Gate families picked out:
Bar = 100 um.
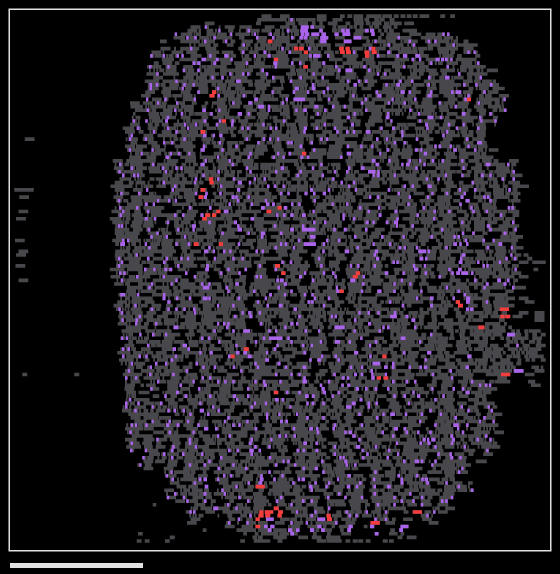
Cell classes on the final placement:
Fill, decap, tap and diode cells in grey.
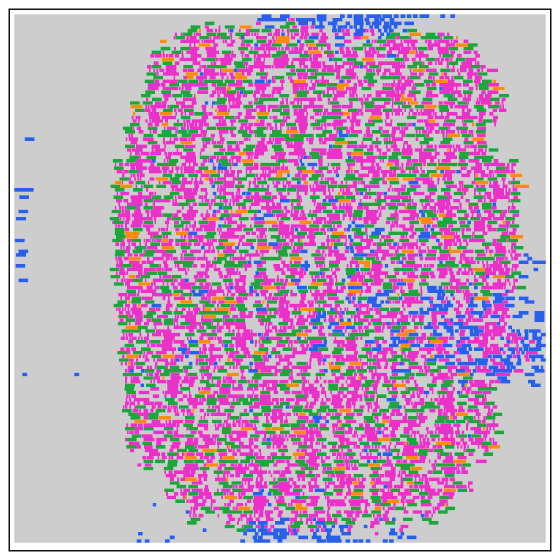
Pin map:
Pins as bars across the die edge, other pins in grey.
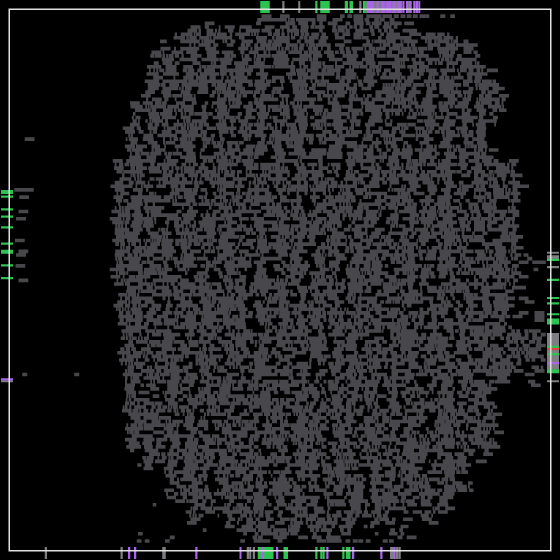
Clock nets:
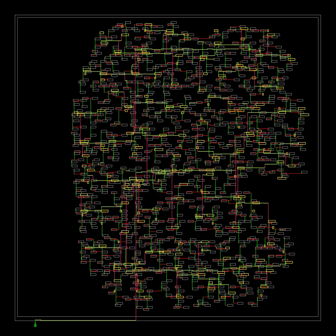
`config.mk`:
```
export PLATFORM = sky130hd
export DESIGN_NAME = param_regfile_flat
export DESIGN_NICKNAME = d
export VERILOG_FILES = /design/src/rtl/param_regfile_pkg.sv /design/src/rtl/param_regfile_if.sv /design/src/rtl/param_regfile_reg_wr_decoder.sv /design/src/rtl/param_regfile.sv /design/src/flat_wrapper.sv
export SDC_FILE = /design/constraint.sdc
export NUM_CORES = 2
export LEC_CHECK = 0
export CORE_MARGIN = 3
export CORE_UTILIZATION = 40
export DETAILED_ROUTE_END_ITERATION = 12
export PLACE_DENSITY = 0.64
export SLEW_MARGIN = 40
export SYNTH_ARGS = -nofsm -noshare
export SYNTH_HDL_FRONTEND = slang
export SYNTH_HIERARCHICAL = 1
export SYNTH_SLANG_ARGS = --single-unit
export TNS_END_PERCENT = 30
```
`constraint.sdc`:
```
create_clock -name clk -period 4.7 [get_ports clk]
set_input_delay 0.94 -clock clk [delete_from_list [all_inputs] [get_ports clk]]
set_output_delay 0.94 -clock clk [all_outputs]
set_load 0.1 [all_outputs]
```
`src/rtl/param_regfile_pkg.sv`:
```
// Shared defaults, sizing helpers and the read-source encoding for the
// parametrised multi-port register file.
package param_regfile_pkg;

  localparam int DATA_W_DEF = 32;
  localparam int ADDR_W_DEF = 5;
  localparam int NUM_RD_DEF = 2;

  // Where a read port takes its value from in the current cycle.
  typedef enum logic [1:0] {
    SRC_STORE = 2'd0,
    SRC_WP0   = 2'd1,
    SRC_WP1   = 2'd2,
    SRC_ZERO  = 2'd3
  } rd_src_e;

  function automatic int depth_of(input int addr_w);
    return 1 << addr_w;
  endfunction

  function automatic int rd_slice(input int port, input int addr_w);
    return port * addr_w;
  endfunction

  // Offset of the readdata field that read port 'port' drives.
  function automatic int wr_slice(input int port, input int data_w);
    return port * data_w;
  endfunction

endpackage

```
`src/rtl/param_regfile_if.sv`:
```
// Write-port / read-port bundle between the pipeline (master) and the
// register file (slave).
interface param_regfile_if
  import param_regfile_pkg::*;
#(
  parameter int DATA_W = DATA_W_DEF,
  parameter int ADDR_W = ADDR_W_DEF,
  parameter int NUM_RD = NUM_RD_DEF
);

  logic                     regwrite0;
  logic [ADDR_W-1:0]        writereg0;
  logic [DATA_W-1:0]        writedata0;
  logic                     regwrite1;
  logic [ADDR_W-1:0]        writereg1;
  logic [DATA_W-1:0]        writedata1;
  logic [NUM_RD*ADDR_W-1:0] readreg;
  logic [NUM_RD*DATA_W-1:0] readdata;

  modport master (
    output regwrite0, writereg0, writedata0,
    output regwrite1, writereg1, writedata1,
    output readreg,
    input  readdata
  );

  modport slave (
    input  regwrite0, writereg0, writedata0,
    input  regwrite1, writereg1, writedata1,
    input  readreg,
    output readdata
  );

endinterface

```
`src/rtl/param_regfile_reg_wr_decoder.sv`:
```
// Address-to-one-hot write decoder; one instance per write port. With DROP_R0
// set, register 0 can never be selected so it stays at its reset value.
module reg_wr_decoder
  import param_regfile_pkg::*;
#(
  parameter int ADDR_W  = ADDR_W_DEF,
  parameter int DROP_R0 = 1
) (
  input  logic                        en_i,
  input  logic [ADDR_W-1:0]           addr_i,
  output logic [depth_of(ADDR_W)-1:0] onehot_o
);

  always_comb begin
    onehot_o = '0;
    if (en_i) begin
      onehot_o[addr_i] = 1'b1;
    end
    if (DROP_R0 != 0) begin
      onehot_o[0] = 1'b0;
    end
  end

endmodule

```
`src/rtl/param_regfile.sv`:
```
// DEPTH x DATA_W register file with two write ports (port 1 wins on conflict),
// NUM_RD combinational read ports and same-cycle write-to-read bypass.
module param_regfile
  import param_regfile_pkg::*;
#(
  parameter int DATA_W  = DATA_W_DEF,
  parameter int ADDR_W  = ADDR_W_DEF,
  parameter int NUM_RD  = NUM_RD_DEF,
  parameter int ZERO_R0 = 1,
  parameter int BYPASS  = 1
) (
  input  logic           clk,
  input  logic           reset,
  param_regfile_if.slave rf
);

  localparam int DEPTH = depth_of(ADDR_W);

  logic [DEPTH-1:0]             dec0;
  logic [DEPTH-1:0]             dec1;
  logic [DEPTH-1:0]             wen;
  logic [DEPTH-1:0][DATA_W-1:0] regs_q;
  logic [DEPTH-1:0][DATA_W-1:0] regs_d;

  reg_wr_decoder #(
    .ADDR_W  (ADDR_W),
    .DROP_R0 (ZERO_R0)
  ) u_dec0 (
    .en_i     (rf.regwrite0),
    .addr_i   (rf.writereg0),
    .onehot_o (dec0)
  );

  reg_wr_decoder #(
    .ADDR_W  (ADDR_W),
    .DROP_R0 (ZERO_R0)
  ) u_dec1 (
    .en_i     (rf.regwrite1),
    .addr_i   (rf.writereg1),
    .onehot_o (dec1)
  );

  assign wen = dec0 | dec1;

  // Port 1 data wins whenever both ports hit the same register.
  always_comb begin
    regs_d = regs_q;
    for (int i = 0; i < DEPTH; i++) begin
      if (wen[i]) begin
        regs_d[i] = dec1[i] ? rf.writedata1 : rf.writedata0;
      end
    end
  end

  always_ff @(posedge clk) begin
    if (reset) begin
      regs_q <= '0;
    end else begin
      regs_q <= regs_d;
    end
  end

  for (genvar k = 0; k < NUM_RD; k++) begin : g_rd
    logic [ADDR_W-1:0] raddr;
    rd_src_e           src;
    logic [DATA_W-1:0] rdata;

    assign raddr = rf.readreg[rd_slice(k, ADDR_W) +: ADDR_W];

    // Bypass priority mirrors the storage rule; reset forces zero so no
    // pre-reset contents or in-flight write data leak out.
    always_comb begin
      src = SRC_STORE;
      if (reset) begin
        src = SRC_ZERO;
      end else if ((ZERO_R0 != 0) && (raddr == '0)) begin
        src = SRC_ZERO;
      end else if ((BYPASS != 0) && rf.regwrite1 && (rf.writereg1 == raddr)) begin
        src = SRC_WP1;
      end else if ((BYPASS != 0) && rf.regwrite0 && (rf.writereg0 == raddr)) begin
        src = SRC_WP0;
      end
    end

    always_comb begin
      rdata = '0;
      case (src)
        SRC_STORE: rdata = regs_q[raddr];
        SRC_WP0:   rdata = rf.writedata0;
        SRC_WP1:   rdata = rf.writedata1;
        default:   rdata = '0;
      endcase
    end

    assign rf.readdata[wr_slice(k, DATA_W) +: DATA_W] = rdata;
  end

endmodule

```
`src/flat_wrapper.sv`:
```
// flat-port wrapper written by rule: the top's interface ports become plain ports
module param_regfile_flat import param_regfile_pkg::*;
#(
  parameter int DATA_W  = DATA_W_DEF,
  parameter int ADDR_W  = ADDR_W_DEF,
  parameter int NUM_RD  = NUM_RD_DEF,
  parameter int ZERO_R0 = 1,
  parameter int BYPASS  = 1
)
  (clk, reset, rf_regwrite0, rf_writereg0, rf_writedata0, rf_regwrite1, rf_writereg1, rf_writedata1, rf_readreg, rf_readdata);
  param_regfile_if #(.DATA_W(DATA_W), .ADDR_W(ADDR_W), .NUM_RD(NUM_RD)) rf_i ();
  input  logic clk;
  input  logic reset;
  input wire logic [$bits(rf_i.regwrite0)-1:0] rf_regwrite0;
  input wire logic [$bits(rf_i.writereg0)-1:0] rf_writereg0;
  input wire logic [$bits(rf_i.writedata0)-1:0] rf_writedata0;
  input wire logic [$bits(rf_i.regwrite1)-1:0] rf_regwrite1;
  input wire logic [$bits(rf_i.writereg1)-1:0] rf_writereg1;
  input wire logic [$bits(rf_i.writedata1)-1:0] rf_writedata1;
  input wire logic [$bits(rf_i.readreg)-1:0] rf_readreg;
  output wire logic [$bits(rf_i.readdata)-1:0] rf_readdata;
  assign rf_i.regwrite0 = rf_regwrite0;
  assign rf_i.writereg0 = rf_writereg0;
  assign rf_i.writedata0 = rf_writedata0;
  assign rf_i.regwrite1 = rf_regwrite1;
  assign rf_i.writereg1 = rf_writereg1;
  assign rf_i.writedata1 = rf_writedata1;
  assign rf_i.readreg = rf_readreg;
  assign rf_readdata = rf_i.readdata;
  param_regfile #(.DATA_W(DATA_W), .ADDR_W(ADDR_W), .NUM_RD(NUM_RD), .ZERO_R0(ZERO_R0), .BYPASS(BYPASS)) u_core (.clk(clk), .reset(reset), .rf(rf_i));
endmodule
```
==> out/metrics.cfg <==
[outcome]
status=complete, no violations

[grt]
grtUsageTotal_pct=34.4
antenna_found_initial=16
grt.overflow.total=0
grt_max_degree=118
grt_pass1_wl_mm=410
first_global_vias=56000

[sta]
setup-tns-final_ns=0
relSlewSlack_pct=43.2
tightest_slew_ns=0.850
finalHoldViolCount=0
holdWs_ns=0.440
period_used_pct=99.9
setup_viol=0
grt_setup_unrepaired=no
min_period_ns=4.70

[critical_path]
r2r.worst_path.cells=4
crit_path_max_fanout=56
worstSetupEndpointType=output pin
timing.rr.end=u_core/regs_q[746]$_SDFFE_PP0P_
r2r_slack_ns=3.78
cp.required_ns=3.76
cp.arrival_ns=3.76
path_class=input port to output pin
r2r-start=u_core/regs_q[746]$_SDFFE_PP0P_
start_kind=input port

[synthesis]
postSynthCellCount=7349
synth_nets=7437
avgSynthCellArea_um2=8.70
async_flop_share_pct=0
synth-main-ff-cell=dfxtp_1
ys_sh_mux_pct=34.9
synth_flops=1024
synth_area_um2=63900
top_cell=nor2_1
synth_warnings=6
topCellsByArea=dfxtp_1 32%, mux2i_1 18%, mux4_2 17%, nor2_1 13%, a21oi_1 8.1%
synthAdderAreaFrac_pct=0
largest_area_cell=dfxtp_1
synth_chip_area_um2=63900
netlist_top_cells_count=2155 x nor2_1, 1124 x mux2i_1, 1037 x a21oi_1
yosys_cells=7349
ys_sh_xor_pct=0.274
top_cell_area_share_pct=32.1
synth.distinct_cells=49
ys_sh_aoi_pct=12.4
synth-edff-count=0
top_logic_kind=multiplexers

[placement]
placedCellCount=9008
place_hpwl_mm=170
gp_congestion=0.954

[routing]
wl_per_cell_um=31.8
dr.pass1.iters=7
num_vias=61500
drtAntennaViolNets=0
detail_route.vias_per_cell=6.66
wirelength_mm=294
drt_iter0_drc=10300
drc_errors=0

[finish]
reg_top3=u_core/regs_q x1024
largest_reg_flops=1024
nNetsFinal=7138
top_register=u_core/regs_q
drive_gt1_share_pct=17.2
syn2layout_area_growth_pct=15.2

[run]
max_cap_viol_count=0
tool_warnings=43

[min_path]
worstHoldStart=reset
min_path_cells=2
hold_class=input port to flip-flop
hold-path-endpoint=u_core/regs_q[768]$_SDFFE_PP0P_

[clocking]
clk_path_buf_depth=3
cts_tree=done
cts-resized-gates=1
numCtsBuffers=111
htreeDepth=3
clkTransAtPathRegs_ns=0.06
postCtsSetupRepairBufs=0
ctsHoldBuffers=0

[floorplan]
dieArea_um2=165000
io_pins=152
initCoreUtil_pct=40.3
core_um2=159000

[pwr]
p_leak_nw=26.3
ir_drop_mv=0.331
power_density_nw_per_um2=295

About 'gate families picked out':
colour	family	cells
red	non-inverting ao/oa cells	70
purple	aoi and oai cells	1324
top logic cell by instance count in the layout: nor2_1
Finished Layout Cells: 9236

About 'cell classes on the final placement':
colour	class	cells
blue	remaining buffers and delay cells	521
magenta	combinational and other logic	5392
green	sequential cells	1024
orange	clock drivers and dummy loads	208
FP Rows: 146
final core utilization: 46.5%

About 'pin map':
colour	port	pins	direction	edge
green	rf_readdata	64	output	21 top, 20 bottom, 12 right, 11 left
purple	rf_writedata0	32	input	20 top, 10 bottom, 1 right, 1 left
red	rf_regwrite1	1	input	right
Buffers on Ports: 151
die width: 406 um
die height: 406 um

About 'clock nets':
clock sinks: 1024
clk latency late pin: 0.77 ns
Worst Skew: 0 ns

## worst max-delay path, cell delays in order
cell     delay (ns)
buf_8          0.21
buf_12         0.42
mux4_2         0.74
o22ai_1        0.68
a21oi_1        0.10
a32o_1         0.38
buf_12         0.20
## layer usage
layer / GRT usage, % / up-vias / part of all wire [%]
li1: - / 25400 / -
met1: 43.2 / 29700 / 36
met2: 47.3 / 5058 / 40
met3: 12.1 / 1388 / 15
met4: 27.7 / 10 / 9.7
met5: 0.357 / - / 0.053
## cell families (layout without fill, tap and decap cells)
family | Yosys count | count (layout)
DFF | 1024 | 1024
buffers and inverters | 936 | 732
and+or+nand+nor | 2355 | 2355
other | 2 | 21
AOI/OAI and AO/OA | 1394 | 1394
xor gates and xnor gates | 20 | 20
muxes | 1618 | 1618
## placed cells by master, fill, tap and decap left out, drive strengths merged, types with 19 or more instances in the layout
cell type	netlist	final
nor2	2155	2155
nand2b	38	38
o221ai	37	37
a211oi	24	24
clkdlybuf4s50	0	76
o22ai	101	101
o211ai	19	19
nand2	83	83
buf	361	444
o32ai	33	33
a22o	32	32
a22oi	58	58
clkbuf	572	164
a32o	32	32
clkinv	0	29
mux2i	1124	1124
a21oi	1037	1037
diode	0	19
mux4	489	489
dfxtp	1024	1024
## per-stage QoR
| step | setup WS [ns] | area, um2 | power [mW] |
|---|---|---|---|
| after floorplan | -0.738 | 64000 | 11.0 |
| after global placement | -0.0219 | 69600 | 12.3 |
| after detailed placement | -0.0226 | 69700 | 12.4 |
| after CTS | 0.0230 | 73600 | 21.6 |
| after global routing | 0.00395 | 73600 | 22.1 |
| final | 0.00408 | 73700 | 21.7 |
## final cells by class
| class | instances | area, um2 |
|---|---|---|
| fill | 14700 | 84900 |
| multi-input combinational | 5389 | 40300 |
| sequential | 1024 | 20500 |
| timing repair buffer | 521 | 6390 |
| clock buffer | 163 | 3310 |
| tap | 2072 | 2590 |
| clock inverter | 45 | 527 |
| antenna | 19 | 47.5 |
| inverter | 3 | 11.3 |
## how the worst max path moves through the flow
stage	startpoint	end	slack, ns	cells after the start
global route	rf_writereg0[2]	rf_readdata[60]	0.004	10
finish	rf_readreg[0]	rf_readdata[1]	0.004	7
CTS	rf_writereg1[0]	rf_readdata[8]	0.02	8
global placement	rf_writereg0[2]	rf_readdata[63]	-0.02	10
detailed placement	rf_writereg0[2]	rf_readdata[53]	-0.02	9
floorplan	rf_readreg[7]	rf_readdata[57]	-0.74	7
## report_power, final
part	leakage, nW	switching [mW]	total (mW)	internal [mW]
sequential	8.27	0.108	8.93	8.82
clock	1.90	4.03	9.39	5.36
combinational	16.2	2.30	3.43	1.14
total	26.3	6.43	21.7	15.3
Power and IR drop assume default switching activity.
